==> images/pdn.png <==
(3 px per um) Pins as bars on the die edge. Tap cells in gray.
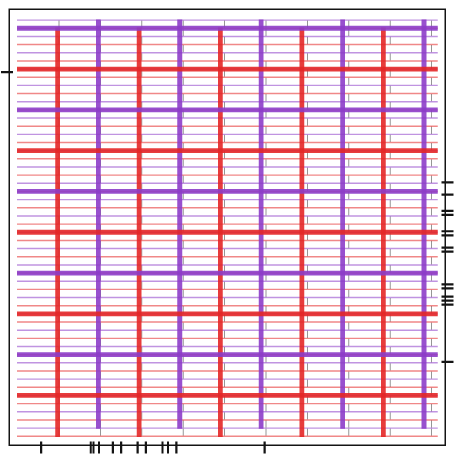
==> images/cell_classes.png <==
(3 px per um) Fill, decap, tap and diode cells in gray.
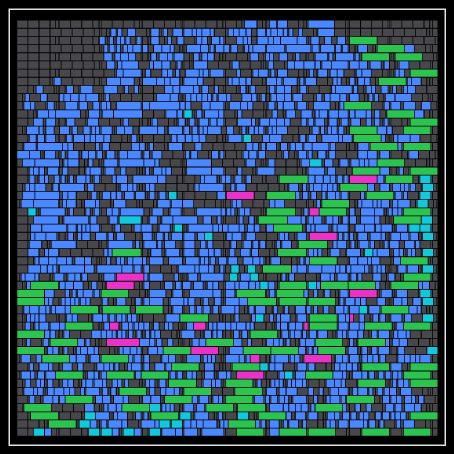
==> images/clock_map.png <==
(2 px per um)
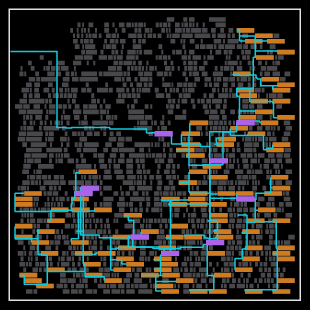
<file path="src/rtl/ep_bin_encoder.sv">
// ep_bin_encoder: CABAC bypass bin encoder with 0xFF-run carry resolution and byte stream output.
// Optional EP_ENC_STATS_EN adds stat_bins/stat_bytes counters.
module ep_bin_encoder #(
  parameter int RANGE_W = 9,
  parameter int RUN_W   = 16
) (
  input  logic               clk,
  input  logic               reset,
  input  logic               bin_valid,
  input  logic               bin,
  input  logic [RANGE_W-1:0] range_in,
  output logic               bin_ready,
  input  logic               flush_req,
  output logic [7:0]         byte_data,
  output logic               byte_valid,
  input  logic               byte_ready,
  output logic               byte_last,
  output logic               busy
`ifdef EP_ENC_STATS_EN
  ,
  output logic [31:0]        stat_bins,
  output logic [31:0]        stat_bytes
`endif
);
  typedef enum logic [1:0] {IDLE, WRITE, EMIT, FLUSH} state_t;
  state_t state, state_nx;
  logic [31:0] low, low_s;
  logic [5:0] bits_left, sh, n;
  logic [7:0] buf_byte, rep_byte;
  logic [RUN_W-1:0] num_buf, rep_cnt;
  logic [15:0] tail_word, tail_al;
  logic [1:0] tail_n;
  logic [8:0] lead;
  logic last, c, take_bin, take_flush, hs, done;
  always_comb begin
    bin_ready = state == IDLE;
    busy = state != IDLE;
    byte_valid = state == EMIT || state == FLUSH;
    byte_last = byte_valid && last;
    take_flush = bin_ready && flush_req;
    take_bin = bin_ready && bin_valid && !flush_req;
    hs = byte_valid && byte_ready;
    done = hs && rep_cnt == '0 && tail_n == 2'd0;
    lead = 9'(low >> (6'd24 - bits_left));
    sh = 6'd32 - bits_left;
    c = (low >> sh) != 32'd0;
    low_s = low - (c ? 32'd1 << sh : 32'd0);
    n = 6'd24 - bits_left;
    tail_al = {4'b0, low_s[19:8]} << (6'd16 - n);
    state_nx = state;
    case (state)
      IDLE:    state_nx = take_flush ? FLUSH : (take_bin && bits_left == 6'd12) ? WRITE : IDLE;
      WRITE:   state_nx = (lead == 9'h0FF || num_buf == '0) ? IDLE : EMIT;
      EMIT:    state_nx = done ? IDLE : EMIT;
      default: state_nx = done ? IDLE : FLUSH;
    endcase
  end
  always_ff @(posedge clk or posedge reset)
    if (reset) state <= IDLE;
    else state <= state_nx;
  always_ff @(posedge clk or posedge reset) begin
    if (reset) begin
      low <= '0;
      bits_left <= 6'd23;
      buf_byte <= 8'hFF;
      num_buf <= '0;
      byte_data <= '0;
      rep_byte <= '0;
      rep_cnt <= '0;
      tail_word <= '0;
      tail_n <= '0;
      last <= 1'b0;
    end else begin
      case (state)
        IDLE:
          if (take_flush) begin
            // A pending carry or buffered run goes out ahead of the tail bits
            if (c || num_buf != '0) begin
              byte_data <= buf_byte + {7'b0, c};
              rep_byte <= c ? 8'h00 : 8'hFF;
              rep_cnt <= num_buf == '0 ? '0 : num_buf - RUN_W'(1);
              tail_word <= tail_al;
              tail_n <= n > 6'd8 ? 2'd2 : 2'd1;
              last <= 1'b0;
            end else begin
              byte_data <= tail_al[15:8];
              tail_word <= tail_al << 8;
              tail_n <= n > 6'd8 ? 2'd1 : 2'd0;
              rep_cnt <= '0;
              last <= n <= 6'd8;
            end
          end else if (take_bin) begin
            low <= (low << 1) + (bin ? 32'(range_in) : 32'd0);
            bits_left <= bits_left - 6'd1;
          end
        WRITE: begin
          bits_left <= bits_left + 6'd8;
          low <= low & (32'hFFFF_FFFF >> (bits_left + 6'd8));
          if (lead == 9'h0FF) begin
            if (num_buf != '1) num_buf <= num_buf + RUN_W'(1);
          end else begin
            if (num_buf != '0) begin
              byte_data <= buf_byte + {7'b0, lead[8]};
              rep_byte <= 8'hFF + {7'b0, lead[8]};
              rep_cnt <= num_buf - RUN_W'(1);
              tail_n <= 2'd0;
              last <= 1'b0;
            end
            buf_byte <= lead[7:0];
            num_buf <= RUN_W'(1);
          end
        end
        default:
          if (hs) begin
            if (rep_cnt != '0) begin
              byte_data <= rep_byte;
              rep_cnt <= rep_cnt - RUN_W'(1);
            end else if (tail_n != 2'd0) begin
              byte_data <= tail_word[15:8];
              tail_word <= tail_word << 8;
              tail_n <= tail_n - 2'd1;
              last <= tail_n == 2'd1;
            end else if (state == FLUSH) begin
              low <= '0;
              bits_left <= 6'd23;
              buf_byte <= 8'hFF;
              num_buf <= '0;
              byte_data <= '0;
              last <= 1'b0;
            end
          end
      endcase
    end
  end
`ifdef EP_ENC_STATS_EN
  always_ff @(posedge clk or posedge reset)
    if (reset) begin
      stat_bins <= '0;
      stat_bytes <= '0;
    end else begin
      stat_bins <= stat_bins + {31'b0, take_bin};
      stat_bytes <= stat_bytes + {31'b0, hs};
    end
`endif
endmodule
</file>
<file path="config.mk">
export PLATFORM = sky130hd
export DESIGN_NAME = ep_bin_encoder
export DESIGN_NICKNAME = d
export VERILOG_FILES = /design/src/rtl/ep_bin_encoder.sv
export SDC_FILE = /design/constraint.sdc
export NUM_CORES = 1
export LEC_CHECK = 0
export ABC_AREA = 0
export CAP_MARGIN = 25
export CORE_MARGIN = 2
export CORE_UTILIZATION = 60
export DETAILED_ROUTE_END_ITERATION = 8
export PLACE_DENSITY = 0.77
export SLEW_MARGIN = 20
export SYNTH_ARGS = -nofsm -noshare
export SYNTH_HDL_FRONTEND = slang
export SYNTH_SLANG_ARGS = --single-unit
</file>
<file path="constraint.sdc">
create_clock -name clk -period 9.7 [get_ports clk]
set_input_delay 1.94 -clock clk [delete_from_list [all_inputs] [get_ports clk]]
set_output_delay 1.94 -clock clk [all_outputs]
set_load 0.005 [all_outputs]
</file>
==> results_dict.tcl <==
# collected from the flow reports
set metrics [dict create \
    design_power_total_uw 3809 \
    synth.yosys.warnings 0 \
    tritoncts_num_sinks 108 \
    worst_path_dominant_cell_family "AND-OR/OR-AND gates" \
    result_of_the_run "complete, no violations" \
    yosysCellCount 1502 \
    final_layout_top_logic_cells "nand2_1, nor2_1, o21ai_0" \
    cts_root_buf "clkbuf_16" \
    n_fill_cell 1751 \
    setup_total_negative_slack_ps 0 \
    largest_register_ff_count 32 \
    wl_met1_um 15950 \
    worstSetupEndpointType "register" \
    worst_hold_path.endpoint "tail_word[7]" \
    port_buffers 26 \
    total_leakage_power_uw 0.004847 \
    clk-insertion-delay-late_ps 360 \
    power_density_mw_per_mm2 305.8 \
    r2r-end "byte_data[3]" \
    reg2regPathDepth 26 \
    met2_length_um 16810 \
    fin_crit_ps 7944 \
    antenna-diode-count 0 \
    ys.flop_type "dfrtp_1" \
    wire_length_of_the_first_global_routing_pass_um 59670 \
    grt_antenna_before_repair 0 \
    worstHoldPathType "reg -> reg" \
    timing.critical_path.fanout_max 42 \
    netlist_logic_family_top "AND-OR/OR-AND gates" \
    gp_congestion 1.040 \
    min_delay_path_depth 2 \
    report.final.slew_viol_count 0 \
    maxCapViolations 0 \
    clkSlewWorstSetupHoldPaths_ps 70 \
    synthTopCellsByArea "dfrtp_1, ha_1, o21ai_0, nand2_1, nor2_1" \
    largest-register "low" \
    detailedPlace.worstSlack_ps 1504 \
    met3WireLength_um 3531 \
    synth-seq-area-share 0.2284 \
    ant_nets 0 \
    groute.layer.met3.usage 0.07042 \
    syn_area_mm2 0.01190 \
    stage_log_warnings 40 \
    synth.cellmix.compoundShare 0.2760 \
    max-slew-margin-rel 0.3283 \
]
Back to the opening pictures, pdn.png:
Red marks VSS. Purple marks VDD.
52 met1 rails follow the rows. 27 signal pins sit on the boundary. 10 straps on met4. 10 straps on met5.
peak ir drop on the vdd network: 0.1400 mV
die height: 144.8 um
area of the placeable core: 0.01946 mm^2
die extent in x: 144.8 um

Back to the opening pictures, cell_classes.png:
Blue marks all other logic, cells 1,281. Green marks flops, cells 108. Magenta marks clock drivers and dummy loads, cells 16. Cyan marks other buffers and delay cells, cells 45.
flop share of the area: 0.2182
final non-filler cell area: 0.01245 mm^2
fin util: 0.6399
Core Rows: 51

Back to the opening pictures, clock_map.png:
Orange marks flip-flops, count 108. Purple marks cells driving clock nets, count 9. Cyan marks clock wires, length 1,410 um.
Position of the flops: all over the die.
Clk pwr share: 0.101
power dissipated in the clock network: 386 uW

[report_power, final]
group	leakage, uW	internal, uW	switching (uW)	total (uW)
Clock	0.000146	205	181	386
Combinational	0.00337	997	1670	2660
Sequential	0.00133	580	179	760
[area by class of cell]
type / instances / area [um^2] / share of cell area
sequential: 108 / 2718 / 0.2182
clock inverter: 5 / 67.56 / 0.005425
tap: 265 / 331.6 / 0.02663
multi-input combinational: 1231 / 8494 / 0.6821
inverter: 50 / 190.2 / 0.01527
timing repair buffer: 45 / 419.2 / 0.03366
clock buffer: 11 / 232.7 / 0.01869
[kinds of logic after synthesis]
family	Yosys count
AND-OR/OR-AND	468
XOR/XNOR	81
adder cells (fa/ha/maj)	53
buffers and inverters	163
flip-flops	108
multiplexers	80
AND/OR/NAND/NOR	549
No activity file was given, so power comes from the tool's default toggle rates.
